`src/rtl/multi3_pkg.sv`:
```
// Shared FSM encoding and id-width helper for the shared multiplier arbiter.
package multi3_pkg;

    typedef enum logic [1:0] {
        IDLE = 2'd0,
        CALC = 2'd1,
        DONE = 2'd2
    } state_t;

    // Ceiling log2, never less than 1 so single-entry fields stay legal.
    function automatic int clog2(input int n);
        int r;
        r = 0;
        for (int i = 0; i < 31; i++) begin
            if ((1 << i) < n) begin
                r = i + 1;
            end
        end
        return (r < 1) ? 1 : r;
    endfunction

endpackage

```
`src/rtl/multi3_rr_pick.sv`:
```
// Round-robin picker: first set request at or after ptr, wrapping modulo NREQ.
// Purely combinational; zero latency, no backpressure of its own.
module multi3_rr_pick
    import multi3_pkg::*;
#(
    parameter int NREQ = 4,
    parameter int IDW  = clog2(NREQ)
) (
    input  logic [NREQ-1:0] req,
    input  logic [IDW-1:0]  ptr,
    output logic [NREQ-1:0] onehot,
    output logic [IDW-1:0]  id,
    output logic            any
);

    // First pass covers ptr..NREQ-1, second pass picks up the wrapped part.
    always_comb begin
        onehot = '0;
        id     = '0;
        any    = 1'b0;
        for (int j = 0; j < NREQ; j++) begin
            if (!any && req[j] && (j >= int'(ptr))) begin
                any       = 1'b1;
                onehot[j] = 1'b1;
                id        = IDW'(j);
            end
        end
        for (int j = 0; j < NREQ; j++) begin
            if (!any && req[j]) begin
                any       = 1'b1;
                onehot[j] = 1'b1;
                id        = IDW'(j);
            end
        end
    end

endmodule

```
`src/rtl/multi3_arbiter.sv`:
```
// Round-robin shared shift-add multiplier; gnt one cycle after req, product WIDTH cycles later.
// res_valid holds in DONE until res_ready; no new grant meanwhile (MULTI3_ARB_EARLY_TERM_EN shortens CALC).
module multi3_arbiter
    import multi3_pkg::*;
#(
    parameter int  NREQ  = 4,
    parameter int  WIDTH = 3,
    localparam int IDW   = clog2(NREQ)
) (
    input  logic                  clk,
    input  logic                  rst,
    input  logic [NREQ-1:0]       req,
    input  logic [NREQ*WIDTH-1:0] a_flat,
    input  logic [NREQ*WIDTH-1:0] b_flat,
    output logic [NREQ-1:0]       gnt,
    output logic                  busy,
    output logic                  res_valid,
    input  logic                  res_ready,
    output logic [IDW-1:0]        res_id,
    output logic [2*WIDTH-1:0]    result
);

    localparam int STW = clog2(WIDTH);

    state_t             state;
    logic [IDW-1:0]     ptr;
    logic [IDW-1:0]     win_id;
    logic [WIDTH-1:0]   a_sh;
    logic [2*WIDTH-1:0] b_sh;
    logic [2*WIDTH-1:0] acc;
    logic [2*WIDTH-1:0] acc_next;
    logic [STW-1:0]     step;
    logic               last_step;
    logic [IDW-1:0]     ptr_next;

    logic [NREQ-1:0]    pick_oh;
    logic [IDW-1:0]     pick_id;
    logic               pick_any;

    multi3_rr_pick #(
        .NREQ (NREQ),
        .IDW  (IDW)
    ) u_pick (
        .req    (req),
        .ptr    (ptr),
        .onehot (pick_oh),
        .id     (pick_id),
        .any    (pick_any)
    );

    assign acc_next = a_sh[0] ? (acc + b_sh) : acc;
    assign ptr_next = (win_id == IDW'(NREQ - 1)) ? '0 : (win_id + 1'b1);

`ifdef MULTI3_ARB_EARLY_TERM_EN
    // Stop once no set multiplier bits remain after this step's shift.
    assign last_step = (step == STW'(WIDTH - 1)) || ((a_sh >> 1) == '0);
`else
    assign last_step = (step == STW'(WIDTH - 1));
`endif

    always_ff @(posedge clk or posedge rst) begin
        if (rst) begin
            state     <= IDLE;
            ptr       <= '0;
            win_id    <= '0;
            a_sh      <= '0;
            b_sh      <= '0;
            acc       <= '0;
            step      <= '0;
            gnt       <= '0;
            busy      <= 1'b0;
            res_valid <= 1'b0;
            res_id    <= '0;
            result    <= '0;
        end else begin
            gnt <= '0;
            case (state)
                IDLE: begin
                    if (pick_any) begin
                        state  <= CALC;
                        busy   <= 1'b1;
                        gnt    <= pick_oh;
                        win_id <= pick_id;
                        a_sh   <= a_flat[int'(pick_id)*WIDTH +: WIDTH];
                        b_sh   <= {{WIDTH{1'b0}}, b_flat[int'(pick_id)*WIDTH +: WIDTH]};
                        acc    <= '0;
                        step   <= '0;
                    end
                end
                CALC: begin
                    acc  <= acc_next;
                    a_sh <= a_sh >> 1;
                    b_sh <= b_sh << 1;
                    step <= step + 1'b1;
                    if (last_step) begin
                        state     <= DONE;
                        res_valid <= 1'b1;
                        result    <= acc_next;
                        res_id    <= win_id;
                    end
                end
                DONE: begin
                    if (res_ready) begin
                        state     <= IDLE;
                        busy      <= 1'b0;
                        res_valid <= 1'b0;
                        ptr       <= ptr_next;
                    end
                end
                default: begin
                    state     <= IDLE;
                    busy      <= 1'b0;
                    res_valid <= 1'b0;
                end
            endcase
        end
    end

endmodule
```
`config.mk`:
```
export PLATFORM = sky130hd
export DESIGN_NAME = multi3_arbiter
export DESIGN_NICKNAME = d
export VERILOG_FILES = /design/src/rtl/multi3_pkg.sv /design/src/rtl/multi3_rr_pick.sv /design/src/rtl/multi3_arbiter.sv
export SDC_FILE = /design/constraint.sdc
export NUM_CORES = 1
export LEC_CHECK = 0
export ABC_AREA = 1
export CAP_MARGIN = 40
export CELL_PAD_IN_SITES_DETAIL_PLACEMENT = 1
export CELL_PAD_IN_SITES_GLOBAL_PLACEMENT = 2
export CORE_ASPECT_RATIO = 0.5
export CORE_MARGIN = 2
export CORE_UTILIZATION = 26
export DETAILED_ROUTE_END_ITERATION = 6
export PLACE_DENSITY_LB_ADDON = 0.1
export REMOVE_ABC_BUFFERS = 1
export SYNTH_ARGS = -nofsm -noshare
export SYNTH_HDL_FRONTEND = slang
export SYNTH_HIERARCHICAL = 1
export SYNTH_SLANG_ARGS = --single-unit
```
`constraint.sdc`:
```
create_clock -name clk -period 1.8 [get_ports clk]
set_clock_uncertainty 0.15 [all_clocks]
set_input_delay 0.54 -clock clk [delete_from_list [all_inputs] [get_ports clk]]
set_output_delay 0.54 -clock clk [all_outputs]
set_load 0.02 [all_outputs]
```
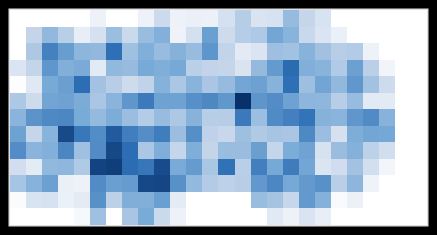
Run 1: wire density map
The die is cut into 26 by 13 equal tiles; white is low, dark blue is high, scaled to the fullest tile. Values are wire area over tile area, all layers added.
25% of the tiles are over half the peak. The mean over all tiles is 0.11. The fullest tile reaches 0.33. 19% of the tiles are nearly empty.
routed len/inst: 14.09 um
vias post-DR: 1985
WL final: 6341 um
GRT Util Overall: 0.1584

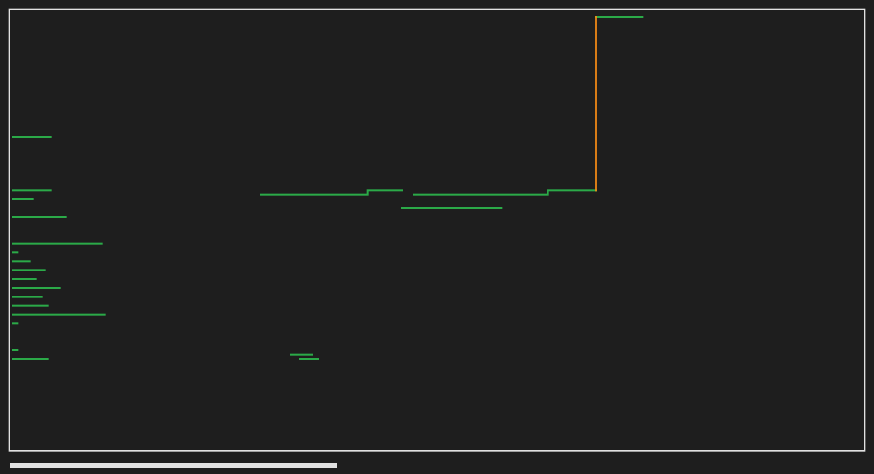
Run 1: metal layers overlaid
Bar = 50 um. Only two layers are drawn.
M3: in green, wire length 164 um. M4: in orange, wire length 26.5 um.

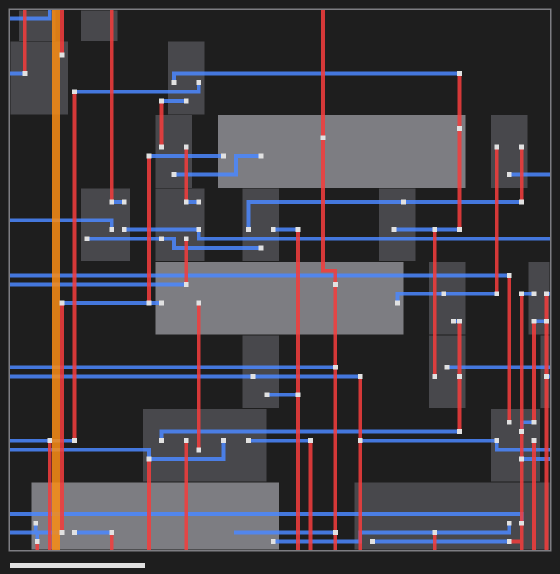
Run 1: layout detail
Bar = 5 um. Window x 88 to 108, y 41 to 61 um. Cells in gray, sequential cells in the stronger gray; small squares are vias.
M2: in red. M4: in orange. M1: in blue.
18 logic cells have their middle in the window. Netlist names of flops here include `b_sh` (2), `acc` (1). Most frequent: nand2_1 (6). Sequential cells in the window: 3.

==> flow_summary.json, run 1 <==
{
  "worstReg2RegStart": "ptr[0]",
  "p_seq_frac": 0.272,
  "globalplace.congestion": 0.7425,
  "report.final.hold_viol_count": 0,
  "cts_tree": "yes",
  "compound_area_frac": 0.1588,
  "synth_cell_types": 34,
  "io_pins": 45,
  "wl_met1_um": 3241,
  "min_from": "res_id[0]",
  "rsz0062_at_grt": "true",
  "switching_power_w": 0.002512,
  "period_needed_ns": 1.908,
  "met3_usage": 0.03090,
  "fin_nets": 377,
  "setup_slack_ns": -0.1082,
  "violations": "negative setup slack",
  "dr.max_layer_used": "met4",
  "netlist.area_leader.share": 0.4434,
  "detail_route.vias_per_cell": 4.411,
  "wl_met2_um": 2909,
  "clk_latency_ns": 0.28,
  "adder_share": 0.05153,
  "die_y_um": 67.37,
  "crit_type": "in2reg",
  "rrSetupSlack_ns": -0.10,
  "status": "finished, violations left",
  "clock_path_buffers": 2,
  "switching_share": 0.4449,
  "final-setup-viol-count": 20,
  "syn_inst": 260,
  "ys_sh_xor": 0,
  "worstSetupEndpointType": "flip-flop",
  "grt_pass1_vias": 2096,
  "synth_area_um2": 2088,
  "first_pass_iters": 4,
  "cts_hold_buf": 0
}
-- run 1: area by class of cell --
| cell class | count | area (um2) |
|---|---|---|
| Clock buffer | 6 | 138.9 |
| Fill cell | 944 | 4597 |
| Tap cell | 112 | 140.1 |
| Clock inverter | 1 | 7.507 |
| Sequential cell | 37 | 927.1 |
| Inverter | 42 | 172.7 |
| Timing Repair Buffer | 77 | 721.9 |
| Multi-Input combinational cell | 175 | 1180 |
-- run 1: tightest hold or removal path, cell delays in order (launching register included) --
cell	delay (ns)
dfrtp_1	0.33
nand2_1	0.05
nand2_1	0.05
-- run 1: power by group through the flow --
| stage | combinational [W] | clock (W) | sequential, W |
|---|---|---|---|
| 2_1_floorplan | 0.00160 | 0 | 0.00157 |
| 6_report | 0.00323 | 0.000878 | 0.00154 |
| 4_1_cts | 0.00303 | 0.000900 | 0.00152 |
| 3_3_place_gp | 0.00264 | 0 | 0.00150 |
| 5_1_grt | 0.00363 | 0.000955 | 0.00159 |
| 3_5_place_dp | 0.00268 | 0 | 0.00152 |
-- run 1: cell usage after synthesis --
cell	instances
a21oi_1	5
a21oi_4	1
a22oi_1	2
a31o_1	1
a31o_2	1
buf_2	1
buf_4	1
buf_6	1
clkbuf_1	3
dfrtp_1	37
fa_1	1
ha_1	7
inv_1	37
inv_2	3
inv_4	2
nand2_1	59
nand2_2	4
nand2_4	1
nand3_1	17
nand3_2	1
nand4_1	2
nand4_2	1
nor2_1	22
nor2_4	3
nor2_8	1
nor3_1	1
o21ai_0	25
o21ai_1	1
o21ai_2	2
o21bai_1	1
o22ai_1	12
o22ai_2	1
o31ai_1	2
or2_2	1
-- run 1: registers in the layout (all words and copies together) (netlist names) --
name,cells
res_valid,1
b_sh,6
busy,1
res_id,2
state,2
gnt,4
win_id,2
result,6
step,2
ptr,2
a_sh,3
acc,6
Run 1, the metal 1 layer:
Bar = 50 um.
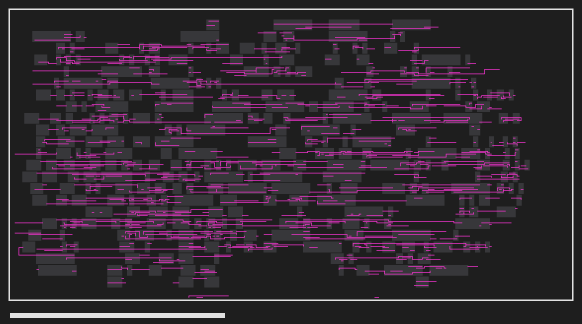

--- run 2 (diff from run 1) ---
--- a/config.mk
+++ b/config.mk
@@ -11,8 +11,9 @@
 export CELL_PAD_IN_SITES_GLOBAL_PLACEMENT = 2
 export CORE_ASPECT_RATIO = 0.5
 export CORE_MARGIN = 2
-export CORE_UTILIZATION = 26
+export CORE_UTILIZATION = 30
 export DETAILED_ROUTE_END_ITERATION = 6
+export DONT_BUFFER_PORTS = 1
 export PLACE_DENSITY_LB_ADDON = 0.1
 export REMOVE_ABC_BUFFERS = 1
 export SYNTH_ARGS = -nofsm -noshare
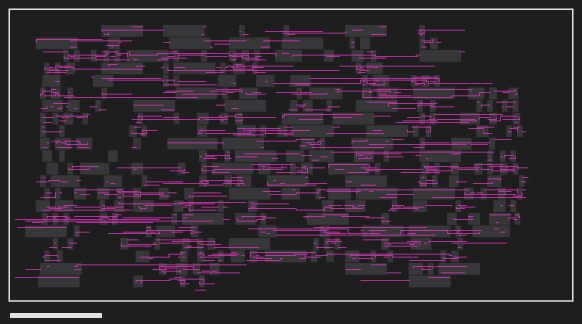
Run 2: the metal 1 layer
Bar = 20 um.
The layer carries 2770 um of wire. The layer holds 48% of the routed length. The wires run mostly horizontal. The longest straight run is 40.5 um. 301 nets have wire on it.
met1 Resource Use GR: 0.2083
WL final: 5717 um
vias post-DR: 1778

==> run 2 against run 1 <==
Effect of this change: the flow still finishes with violations (negative setup slack); clock-buffer cell count grew 1; final cell count shrank 18%; synthesized cell count is the same; critical path type is now reg2reg.
==> flow_summary.json, run 2 <==
{
  "grt_util_all_layers": 0.1581,
  "cts_hold_buf": 0,
  "crit_type": "reg2reg",
  "setup_slack_ns": -0.05138,
  "wl_met1_um": 2771,
  "compound_area_frac": 0.1588,
  "netlist.area_leader.share": 0.4434,
  "yosysMostFrequentCell": "nand2_1",
  "flop_cell": "dfrtp_1",
  "synthTopCellsByCount": "nand2_1 (59), dfrtp_1 (37), inv_1 (37)",
  "final-setup-viol-count": 3,
  "io_pins": 45,
  "rrSetupSlack_ns": -0.05,
  "first_pass_iters": 4,
  "reg.largest.list": "acc (6), b_sh (6), result (6)",
  "worstReg2RegStart": "ptr[1]",
  "status": "finished, violations left",
  "report.final.hold_viol_count": 0,
  "adder_share": 0.05153,
  "met3_usage": 0.05018,
  "dr.max_layer_used": "met4",
  "violations": "negative setup slack",
  "ys_sh_xor": 0,
  "wl_met2_um": 2620,
  "period_needed_ns": 1.851,
  "rsz0062_at_grt": "true"
}
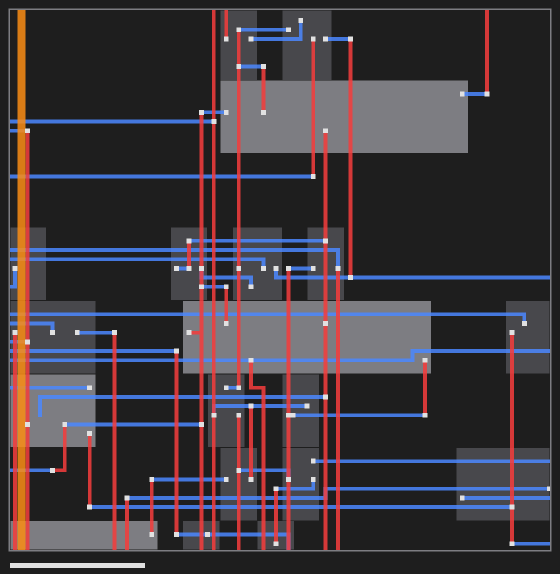
Run 2: layout detail
Bar = 5 um. Window x 81 to 101, y 37 to 57 um. Cells in gray, sequential cells in the stronger gray; small squares are vias.
M2: in red. M4: in orange. M1: in blue.
Netlist names of flops here include `acc` (1), `result` (1). Most frequent: nand2_1 (6), nand3_1 (2), dfrtp_1 (2). 13 logic cells have their middle in the window. Sequential cells in the window: 2.

[run 2: cell counts after synthesis]
Identical to the previous run, type by type.
[run 2: critical path: cells and delay by family (launching register included)]
family | cells | cell delay (ns)
simple gates | 5 | 0.49
compound gates | 3 | 0.45
flops | 1 | 0.41
buf+inv | 2 | 0.22
[run 2: worst max-delay path by stage]
stage | start | to | slack, ns | cells past startpoint
global placement | req[0] | b_sh[2] | -0.12 | 9
floorplan | req[0] | b_sh[2] | -0.25 | 9
CTS | ptr[0] | b_sh[2] | -0.04 | 10
finish | ptr[1] | b_sh[2] | -0.05 | 10
global route | ptr[1] | b_sh[2] | -0.13 | 10
detailed placement | req[0] | b_sh[2] | -0.22 | 9
[run 2: layout make-up]
type,instances,area [um2],share of cell area
clock inverters,1,30.03,0.01143
well taps,92,115.1,0.04381
inverters,42,172.7,0.06571
repair buffers,16,138.9,0.05286
flip-flops and latches,37,925.9,0.3524
clock buffers,7,142.6,0.05429
multi-input cells,175,1102,0.4195
[run 2: power breakdown]
| part | internal [W] | switching (W) |
|---|---|---|
| clock | 0.000692 | 0.000344 |
| combinational | 0.00105 | 0.00155 |
| sequential | 0.00120 | 0.000484 |
[run 2: through the flow]
stage / utilization / instances / setup WS [ns] / instance area, um2
after floorplan: - / 254 / -0.2547 / 2053
after global placement: 0.3382 / 359 / -0.1228 / 2266
after detailed placement: 0.3382 / 359 / -0.2193 / 2266
after CTS: 0.3752 / 370 / -0.03533 / 2514
after global routing: 0.3922 / 370 / -0.1253 / 2628
final: 0.3922 / 370 / -0.05138 / 2628
[run 2: logic make-up after synthesis]
family | count (synthesis)
AOI/OAI and AO/OA | 54
adders and majority gates | 8
buffers and inverters | 48
DFF | 37
and+or+nand+nor | 113
Power is estimated from default activity; no workload was simulated.
